$ cat src/rtl/cpu_run_ctrl.sv
// Run-control for the single-cycle core: rate-selectable commit enable, free-run/step/halt
// modes, saturating instruction counter and per-event statistics counters.
module cpu_run_ctrl #(
  parameter int unsigned DIV0       = 50000000,
  parameter int unsigned DIV1       = 5000000,
  parameter int unsigned DIV2       = 1000000,
  parameter int unsigned DIV3       = 500000,
  parameter int unsigned CNT_W      = 32,
  parameter int unsigned STAT_SEL_W = 2
) (
  input  logic                        CLK,
  input  logic                        RST,
  input  logic [1:0]                  Rate_Sel,
  input  logic                        Step_Mode,
  input  logic                        Go,
  input  logic                        halt_req,
  input  logic [2**STAT_SEL_W-1:0]    ev,
  input  logic                        Clr_Stats,
  input  logic [STAT_SEL_W-1:0]       Stat_Sel,
  output logic                        cpu_en,
  output logic                        Running,
  output logic                        Halted,
  output logic [CNT_W-1:0]            Instr_Cnt,
  output logic [CNT_W-1:0]            Stat_Out
);

  localparam int unsigned NCH = 2**STAT_SEL_W;

  typedef enum logic [1:0] {StRun, StStepIdle, StArmed, StHalt} state_e;

  state_e      state_q, state_d;
  logic        cpu_en_q, cpu_en_d;
  logic [2:0]  go_sync_q;
  logic        go_pulse;
  logic [1:0]  rate_q;
  logic [31:0] div_cnt_q, div_cnt_d, div_last;
  logic        rate_chg, tick;
  logic [CNT_W-1:0] instr_q, instr_d, stat_q;
  logic [CNT_W-1:0] ev_cnt_q [NCH];
  logic [CNT_W-1:0] ev_cnt_d [NCH];

  // Two synchroniser flops plus one delay flop for rising-edge detection.
  assign go_pulse = go_sync_q[1] & ~go_sync_q[2];

  always_comb begin
    case (rate_q)
      2'd0:    div_last = DIV0 - 1;
      2'd1:    div_last = DIV1 - 1;
      2'd2:    div_last = DIV2 - 1;
      default: div_last = DIV3 - 1;
    endcase
    rate_chg  = (Rate_Sel != rate_q);
    tick      = !rate_chg && (div_cnt_q == div_last);
    div_cnt_d = (rate_chg || tick) ? 32'd0 : div_cnt_q + 32'd1;
  end

  always_comb begin
    state_d  = state_q;
    cpu_en_d = 1'b0;
    unique case (state_q)
      StRun: begin
        if (Step_Mode) begin
          state_d = StStepIdle;
        end else if (tick) begin
          if (halt_req) state_d = StHalt;
          else          cpu_en_d = 1'b1;
        end
      end
      StStepIdle: begin
        if (!Step_Mode)    state_d = StRun;
        else if (go_pulse) state_d = StArmed;
      end
      StHalt: begin
        if (go_pulse) state_d = StArmed;
      end
      StArmed: begin
        // Resume commits the halting instruction regardless of halt_req.
        if (tick) begin
          cpu_en_d = 1'b1;
          state_d  = Step_Mode ? StStepIdle : StRun;
        end
      end
    endcase
  end

  always_comb begin
    instr_d = instr_q;
    for (int i = 0; i < NCH; i++) ev_cnt_d[i] = ev_cnt_q[i];
    if (Clr_Stats) begin
      instr_d = '0;
      for (int i = 0; i < NCH; i++) ev_cnt_d[i] = '0;
    end else if (cpu_en_q) begin
      if (instr_q != '1) instr_d = instr_q + 1'b1;
      for (int i = 0; i < NCH; i++) begin
        if (ev[i] && (ev_cnt_q[i] != '1)) ev_cnt_d[i] = ev_cnt_q[i] + 1'b1;
      end
    end
  end

  always_ff @(posedge CLK) begin
    if (RST) begin
      state_q   <= StRun;
      cpu_en_q  <= 1'b0;
      go_sync_q <= '0;
      rate_q    <= Rate_Sel;
      div_cnt_q <= '0;
      instr_q   <= '0;
      stat_q    <= '0;
      for (int i = 0; i < NCH; i++) ev_cnt_q[i] <= '0;
    end else begin
      state_q   <= state_d;
      cpu_en_q  <= cpu_en_d;
      go_sync_q <= {go_sync_q[1:0], Go};
      rate_q    <= Rate_Sel;
      div_cnt_q <= div_cnt_d;
      instr_q   <= instr_d;
      stat_q    <= ev_cnt_d[Stat_Sel];
      for (int i = 0; i < NCH; i++) ev_cnt_q[i] <= ev_cnt_d[i];
    end
  end

  assign cpu_en    = cpu_en_q;
  assign Running   = (state_q == StRun);
  assign Halted    = (state_q == StHalt);
  assign Instr_Cnt = instr_q;
  assign Stat_Out  = stat_q;

endmodule

$ cat config.mk
export PLATFORM = sky130hd
export DESIGN_NAME = cpu_run_ctrl
export DESIGN_NICKNAME = d
export VERILOG_FILES = /design/src/rtl/cpu_run_ctrl.sv
export SDC_FILE = /design/constraint.sdc
export NUM_CORES = 1
export LEC_CHECK = 0
export CORE_AREA = 10 10 153 155
export CTS_BUF_LIST = sky130_fd_sc_hd__clkbuf_4 sky130_fd_sc_hd__clkbuf_8
export DETAILED_ROUTE_END_ITERATION = 16
export DIE_AREA = 0 0 163 165
export PLACE_DENSITY = 0.72
export SYNTH_ARGS = -nofsm -noshare
export SYNTH_HDL_FRONTEND = slang
export SYNTH_SLANG_ARGS = --single-unit
$ cat constraint.sdc
create_clock -name CLK -period 3.95 [get_ports CLK]
set_input_delay 0.79 -clock CLK [delete_from_list [all_inputs] [get_ports CLK]]
set_output_delay 0.79 -clock CLK [all_outputs]
set_load 0.02 [all_outputs]
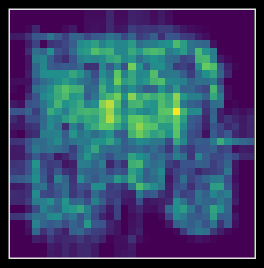
Run 1: wire density map
(1.5 px per um) The die is cut into 33 by 33 equal tiles; dark purple is low, yellow is high, scaled to the fullest tile. Values are wire area over tile area, all layers added.
fullest tile	0.72
tiles over half the peak	15%
nearly empty tiles	19%
total length of routed wires: 30.88 mm
wire per inst: 18.45 um
routed vias: 9671
total routing resource utilization after global routing: 22.34%

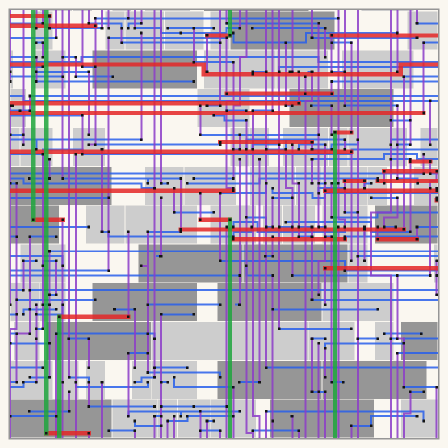
Run 1: layout detail
Window x 66 to 96, y 68 to 98 um. Cells in gray, sequential cells in the stronger gray; small squares are vias.
color	layer
purple	metal 2
green	metal 4
red	metal 3
blue	metal 1
sequential cells in the window	14
most frequent	dfxtp_1 (14), nor2_1 (13), xnor2_1 (5)
cells with their middle in the window	65
netlist names of flops here include	ev_cnt_q (10), Stat_Out (4)

==> flow_metrics.py, run 1 <==
# Flow results
metrics = {
    "finish": {
        "largest-register": "ev_cnt_q",
        "final-clk-cell-share_pct": 6.986,
        "final_common_cell": "sky130_fd_sc_hd__nor2_1",
        "flop_share_of_the_area_pct": 35.67,
        "nMultiInputCombCells": 984,
        "num-nonclk-buffers": 93,
        "finish.net_count": 1398,
        "flop-count": 232,
        "comb_area_share_pct": 47.18,
        "clock_buffer_count": 64,
        "number_of_flip_flops_in_the_largest_register": 128,
        "layout.cell_area.non_filler_um2": 13020,
        "multiInputGateArea_um2": 6143,
        "final_cell_mix": "sky130_fd_sc_hd__nor2_1 (244), sky130_fd_sc_hd__dfxtp_1 (232), sky130_fd_sc_hd__xor2_1 (94), sky130_fd_sc_hd__xnor2_1 (89), sky130_fd_sc_hd__nand3_1 (82)",
        "finalCoreUtilization_pct": 64.56,
        "final-nonclk-buf-share_pct": 6.995,
        "post_route_cells_drive_above_1_share_pct": 8.120,
        "antennaDiodeCount": 0,
        "area.sequential_um2": 4644,
    },
    "worst_setup_path": {
        "r2r-end": "Stat_Out[20]",
        "r2r_setup_slack_ps": 1060,
        "path_class": "flip-flop to flip-flop",
        "timing.reg2reg.worst_path_depth": 7,
        "cpLargestDelayFamily": "simple AND/OR/NAND/NOR gates",
        "slowest_delay_ps": 520,
        "critical_path.startpoint": "ev_cnt_q[3][19]",
        "cp_slowest_cell": "sky130_fd_sc_hd__nor4_2",
        "crit_path_cell_trace": "nand4_1 -> nor4_2 -> and4_1 -> nor2_1 -> and4_1 -> xnor2_1 -> a221oi_1",
        "total_stage_count_of_the_critical_path": 7,
        "critPathBufInv": 0,
        "endpoint_type_of_the_worst_setup_path": "flip-flop",
        "r2r-start": "ev_cnt_q[3][19]",
        "worst_ep_arrival_time_ps": 3280,
    },
    "timing": {
        "min_period_ps": 2888,
        "worst_pin_slew_ps": 1158,
        "worst_slack_on_hold_paths_ps": 439.1,
        "relSlewSlack_pct": 22.81,
        "fin_crit_sh_pct": 73.12,
        "timing.final.hold_violations": 0,
    },
    "yosys": {
        "synth-async-reset-ratio_pct": 0,
        "area_leaders": "sky130_fd_sc_hd__dfxtp_1 (42%), sky130_fd_sc_hd__nor2_1 (8.3%), sky130_fd_sc_hd__xor2_1 (7.5%), sky130_fd_sc_hd__xnor2_1 (7.1%), sky130_fd_sc_hd__nand3_1 (3.7%)",
        "synthMostInstantiatedCell": "sky130_fd_sc_hd__nor2_1",
        "top_area_cell": "sky130_fd_sc_hd__dfxtp_1",
        "sequential_cell_area_fraction_in_the_yosys_report_pct": 42.13,
        "postSynthNetCount": 1304,
        "synth.cell_area_um2": 11020,
        "ff_type": "sky130_fd_sc_hd__dfxtp_1",
        "synth_cells": 1278,
        "ys.warnings.count": 0,
        "yosys_cells": 1278,
        "post-synth-top-area-fraction_pct": 42.13,
        "edf_count": 0,
    },
    "pwr": {
        "p_leak_nw": 4.382,
        "int_pwr_w": 0.003790,
        "power_frac_seq_pct": 48.1,
        "clk-power_w": 0.00241,
        "powerDensity_nw_per_um2": 376.0,
        "total_power_w": 0.004896,
        "pwr.group.combinational_w": 0.000129,
        "power_frac_clock_pct": 49.3,
        "p_sw_share_pct": 22.58,
        "largestPowerGroup": "the clock network",
    },
    "floorplanning": {
        "chipArea_um2": 26900,
        "chipHeight_um": 165,
        "initCoreUtil_pct": 54.65,
    },
    "worst_hold_path": {
        "min-delay-path-class": "flip-flop to flip-flop",
        "timing.hold.worst.start": "go_sync_q[0]",
    },
    "clock_tree": {
        "htreeDepth": 2,
        "clock_root_buffer": "sky130_fd_sc_hd__clkbuf_8",
        "post_cts_setup_inserts": 0,
        "cts-buffers-inserted": 41,
        "postCtsHoldBufs": 0,
        "postCtsResizedCells": 0,
        "clockBufferDepth": 3,
        "clk_transition_reported_paths_ps": 60,
        "tritoncts": "done",
    },
    "placed_design": {
        "placement.cell_area_um2": 12110,
        "hpwl_mm": 22.73,
        "place.detailed.instances": 1599,
    },
    "routing": {
        "dr.pass1.iters": 7,
        "avgViaCountPerCell": 5.777,
        "drt_drc_violations_left": 0,
    },
    "run": {
        "openroad.warnings": 31,
        "max_cap_violations": 0,
    },
    "outcome": {
        "run_status": "finished, final reports clean",
    },
    "global_route": {
        "grt_remaining_overflow": 0,
        "antenna_found_initial": 0,
    },
}
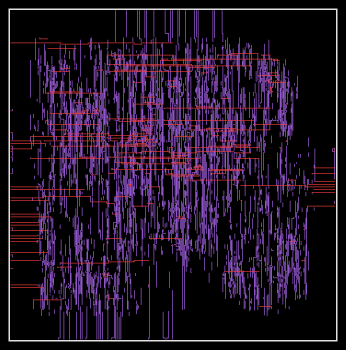
Run 1: wiring by layer
(2 px per um) Two of the layers only.
color	layer	wire length
red	metal 3	2260 um
purple	metal 2	13700 um

-- run 1: logic make-up after synthesis --
family	after synthesis	synth area share (%)
buf+inv	62	2.157
simple gates	670	31.53
fa+ha+maj	12	1.362
xor+xnor	183	14.54
mux	11	1.022
compound gates	108	7.253
flops	232	42.13
-- run 1: routing by layer --
metal / routed length [um] / global-route usage (%) / vias to the layer above
li1: - / - / 4689
met1: 14150 / 30.50 / 4595
met2: 13740 / 35.13 / 328
met3: 2256 / 4.605 / 59
met4: 733 / 6.025 / 0
met5: 0 / 0 / -
Run 1, gate families picked out:
(2 px per um)
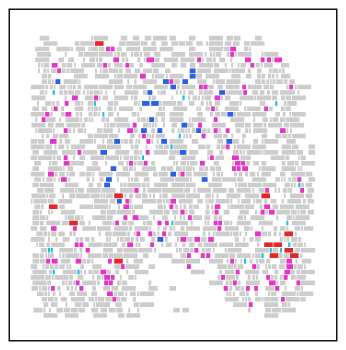

==> inputs of run 2 (changes only) <==
PLACE_DENSITY = 0.75   (was 0.72)
clock period = 2.35 ns   (was 3.95 ns; I/O delays follow)
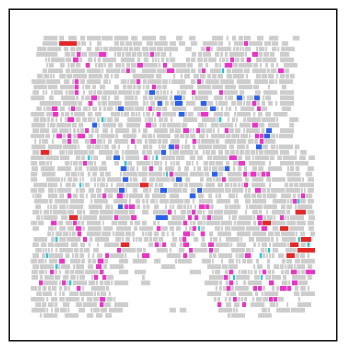
Run 2: gate families picked out
(2 px per um)
color	family	cells
cyan	inv cells	20
magenta	and/or cells	138
red	fa/ha/maj cells	12
blue	non-inverting ao/oa cells	28
most common library cell in the layout ignoring fill and taps: sky130_fd_sc_hd__nor2_1
multi-input combinational area share: 44.02%
non-filler instance count after layout: 1849

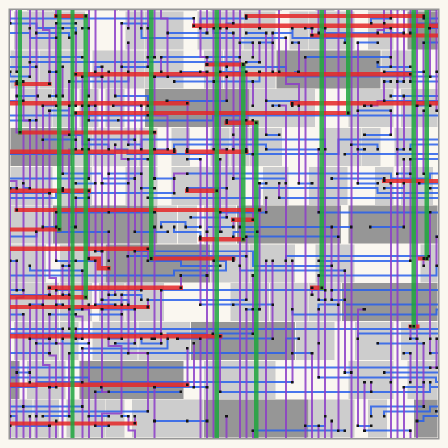
Run 2: layout detail
Window x 66 to 96, y 68 to 98 um. Cells in gray, sequential cells in the stronger gray; small squares are vias.
color	layer
green	metal 4
blue	metal 1
red	metal 3
purple	metal 2
most frequent	nor2_1 (12), buf_4 (12), dfxtp_1 (11)
cells with their middle in the window	87
sequential cells in the window	11
netlist names of flops here include	ev_cnt_q (7), Stat_Out (4)

==> run 2 against run 1 <==
  * Die size unchanged
  * Worst setup slack got worse by 1100 ps
  * Final area increased by 14%
  * Global-route usage increased by 2.1 points
  * Sequential share of layout area decreased by 4.2 points
  * Clock skew about the same
  * Combinational power increased by 100%
  * Clock power increased by 78%
  * Hold slack got worse by 15 ps
  * Sequential cell count unchanged
  * Highest routed layer unchanged
  * Critical endpoint is now Stat_Out[14]
==> flow_metrics.py, run 2 <==
# Flow results
metrics = {
    "yosys": {
        "synth_cells": 1278,
        "ys.warnings.count": 0,
        "synthMostInstantiatedCell": "sky130_fd_sc_hd__nor2_1",
        "compound_area_share_pct": 7.253,
        "synth.cell_area_um2": 11020,
        "postSynthNetCount": 1304,
        "post-synth-top-area-fraction_pct": 42.13,
        "top_area_cell": "sky130_fd_sc_hd__dfxtp_1",
        "synth-async-reset-ratio_pct": 0,
        "edf_count": 0,
        "synth.cellmix.simpleShare_pct": 31.53,
        "area_leaders": "sky130_fd_sc_hd__dfxtp_1 (42%), sky130_fd_sc_hd__nor2_1 (8.3%), sky130_fd_sc_hd__xor2_1 (7.5%), sky130_fd_sc_hd__xnor2_1 (7.1%), sky130_fd_sc_hd__nand3_1 (3.7%)",
        "yosys.area_share.xor_xnor_pct": 14.54,
        "yosys_cells": 1278,
    },
    "placed_design": {
        "hpwl_mm": 24.95,
        "place.detailed.instances": 1769,
        "placement.cell_area_um2": 13400,
    },
    "clock_tree": {
        "htreeDepth": 2,
        "tritoncts": "done",
        "postCtsResizedCells": 5,
        "postCtsHoldBufs": 0,
        "clock_root_buffer": "sky130_fd_sc_hd__clkbuf_8",
        "clk_transition_reported_paths_ps": 60,
        "cts-buffers-inserted": 41,
        "post_cts_setup_inserts": 2,
    },
    "finish": {
        "finalCoreUtilization_pct": 73.28,
        "post_route_cells_drive_above_1_share_pct": 21.91,
        "finish.net_count": 1574,
        "largest-register": "ev_cnt_q",
        "final_cell_mix": "sky130_fd_sc_hd__nor2_1 (242), sky130_fd_sc_hd__dfxtp_1 (224), sky130_fd_sc_hd__buf_4 (186), sky130_fd_sc_hd__xor2_1 (85), sky130_fd_sc_hd__xnor2_1 (81)",
        "layout.cell_area.non_filler_um2": 14780,
        "number_of_flip_flops_in_the_largest_register": 128,
        "antennaDiodeCount": 0,
    },
    "global_route": {
        "global_route.usage.met3_pct": 5.178,
        "groute.usage.overall_pct": 24.46,
        "antenna_found_initial": 0,
        "globalRoute.busiestLayer": "met2",
    },
    "floorplanning": {
        "chipArea_um2": 26900,
        "die_x_um": 163,
        "chipHeight_um": 165,
        "initCoreUtil_pct": 54.65,
    },
    "worst_setup_path": {
        "crit_path_cell_trace": "nand4_1 -> buf_4 -> or3_4 -> a21oi_1 -> nand2_1 -> xor2_1 -> a22o_1 -> a2111oi_1",
        "timing.reg2reg.worst_path_depth": 8,
        "endpoint_type_of_the_worst_setup_path": "flip-flop",
        "critPathBufInv": 1,
        "worst_ep_arrival_time_ps": 2780,
        "cp_slowest_cell": "sky130_fd_sc_hd__dfxtp_1",
        "cpLargestDelayFamily": "AND-OR/OR-AND gates",
        "path_class": "flip-flop to flip-flop",
        "total_stage_count_of_the_critical_path": 8,
    },
    "timing": {
        "min_period_ps": 2349,
        "worst_pin_slew_ps": 648.0,
        "relSlewSlack_pct": 56.49,
        "worst_slack_on_hold_paths_ps": 424.1,
        "fin_crit_sh_pct": 99.95,
        "timing.final.hold_violations": 0,
    },
    "pwr": {
        "powerDensity_nw_per_um2": 575.1,
        "total_power_w": 0.008499,
    },
    "run": {
        "openroad.warnings": 33,
    },
    "routing": {
        "highest_layer": "met4",
        "drt_drc_violations_left": 0,
        "wire_per_inst_um": 18.47,
        "drt-total-wl_mm": 34.15,
        "routed-wl-met3_mm": 2.873,
        "route.layer.met1.wl_mm": 14.67,
        "vias": 10550,
    },
    "outcome": {
        "run_status": "finished, final reports clean",
    },
    "worst_hold_path": {
        "min-delay-path-class": "input pin to flip-flop",
    },
}
-- run 2: cell type report --
type	count	area, um2	area share (%)
inverters	20	75.07	0.5080
multi-input cells	984	6506	44.02
well taps	270	337.8	2.286
repair buffers	269	2248	15.21
clock inverters	14	175.2	1.185
flip-flops and latches	232	4654	31.49
clock buffers	60	782.0	5.291
-- run 2: worst paths after layout --
path | from | endpoint | slack, ps
max | ev_cnt_q[0][6] | Stat_Out[14] | 1
max reg2reg | ev_cnt_q[0][6] | Stat_Out[14] | 1
min reg2reg | go_sync_q[0] | go_sync_q[1] | 440
min | Rate_Sel[0] | rate_q[0] | 420
-- run 2: power by group --
group	switching (W)	internal [W]
Combinational	0.000158	0.000101
Sequential	0.0000107	0.00395
Clock	0.00170	0.00258
Total	0.00187	0.00663
==> inputs of run 3 (changes only) <==
ABC_AREA = 0   (was not set)
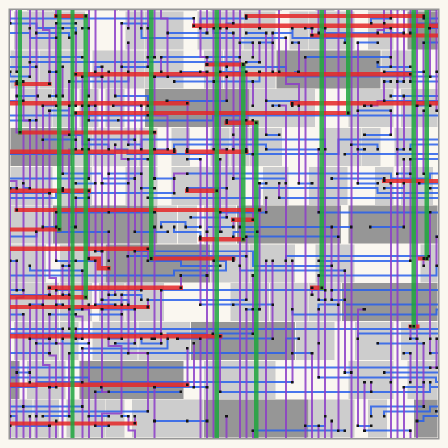
Run 3: layout detail
Window x 66 to 96, y 68 to 98 um. Cells in gray, sequential cells in the stronger gray; small squares are vias.
color	layer
purple	metal 2
green	metal 4
red	metal 3
blue	metal 1
cells with their middle in the window	87
netlist names of flops here include	ev_cnt_q (7), Stat_Out (4)
sequential cells in the window	11
most frequent	nor2_1 (12), buf_4 (12), dfxtp_1 (11)

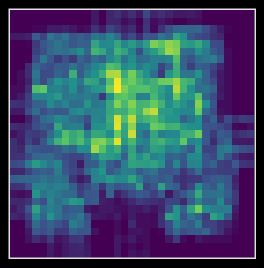
Run 3: wire density map
(1.5 px per um) The die is cut into 33 by 33 equal tiles; dark purple is low, yellow is high, scaled to the fullest tile. Values are wire area over tile area, all layers added.
densest ninth of the die	center
emptiest ninth of the die	bottom center
mean over tiles	0.21
total length of routed wires: 34.15 mm
total routing resource utilization after global routing: 24.46%

==> run 3 against run 2 <==
  * Routed wire length unchanged
  * Sequential cell count is the same
  * Combinational power barely moved
  * Hold slack did not move
  * Sequential power barely moved
  * Worst setup slack unchanged
  * Cell count is the same
  * Critical endpoint unchanged
  * Largest power group unchanged
==> flow_metrics.py, run 3 <==
# Flow results
metrics = {
    "outcome": {
        "run_status": "finished, final reports clean",
    },
    "pwr": {
        "largestPowerGroup": "the clock network",
        "p_sw_w": 0.001869,
        "power_frac_seq_pct": 46.5,
        "p_sw_share_pct": 21.99,
    },
    "finish": {
        "finish.net_count": 1574,
        "finalCoreUtilization_pct": 73.28,
        "final_cell_mix": "sky130_fd_sc_hd__nor2_1 (242), sky130_fd_sc_hd__dfxtp_1 (224), sky130_fd_sc_hd__buf_4 (186), sky130_fd_sc_hd__xor2_1 (85), sky130_fd_sc_hd__xnor2_1 (81)",
        "antennaDiodeCount": 0,
    },
    "worst_hold_path": {
        "min-delay-path-class": "input pin to flip-flop",
    },
    "timing": {
        "fin_crit_sh_pct": 99.95,
        "worst_pin_slew_ps": 648.0,
        "worst_slack_on_hold_paths_ps": 424.1,
    },
    "run": {
        "openroad.warnings": 33,
    },
    "floorplanning": {
        "die_x_um": 163,
    },
    "clock_tree": {
        "clock_root_buffer": "sky130_fd_sc_hd__clkbuf_8",
        "cts-buffers-inserted": 41,
        "tritoncts": "done",
        "postCtsHoldBufs": 0,
    },
    "routing": {
        "highest_layer": "met4",
        "drt_drc_violations_left": 0,
        "route.layer.met1.wl_mm": 14.67,
        "vias": 10550,
    },
    "yosys": {
        "synth-async-reset-ratio_pct": 0,
        "compound_area_share_pct": 7.253,
        "synth.cell_area_um2": 11020,
        "post-synth-top-area-fraction_pct": 42.13,
        "edf_count": 0,
        "synth_cells": 1278,
        "yosys_cells": 1278,
    },
    "global_route": {
        "antenna_found_initial": 0,
        "globalRoute.busiestLayer": "met2",
    },
    "placed_design": {
        "place.detailed.instances": 1769,
    },
    "worst_setup_path": {
        "worst_ep_arrival_time_ps": 2780,
        "timing.reg2reg.worst_path_depth": 8,
    },
}
## run 3: area by class of cell
cell class / count / area [um2]
repair buffers: 269 / 2248
flip-flops and latches: 232 / 4654
clock buffers: 60 / 782.0
inverters: 20 / 75.07
clock inverters: 14 / 175.2
well taps: 270 / 337.8
fillers: 1498 / 5390
multi-input cells: 984 / 6506
## run 3: worst paths after layout
| path | end | slack, ps | startpoint |
|---|---|---|---|
| max | Stat_Out[14] | 1 | ev_cnt_q[0][6] |
| min reg2reg | go_sync_q[1] | 440 | go_sync_q[0] |
| max reg2reg | Stat_Out[14] | 1 | ev_cnt_q[0][6] |
| min | rate_q[0] | 420 | Rate_Sel[0] |
## run 3: critical path, delay by kind of cell, from the launching register on
kind,cells,cell delay (ps)
compound gates,3,790
xor+xnor,1,190
buf+inv,1,210
flops,1,410
simple gates,3,650
Power is estimated from default activity; no workload was simulated.
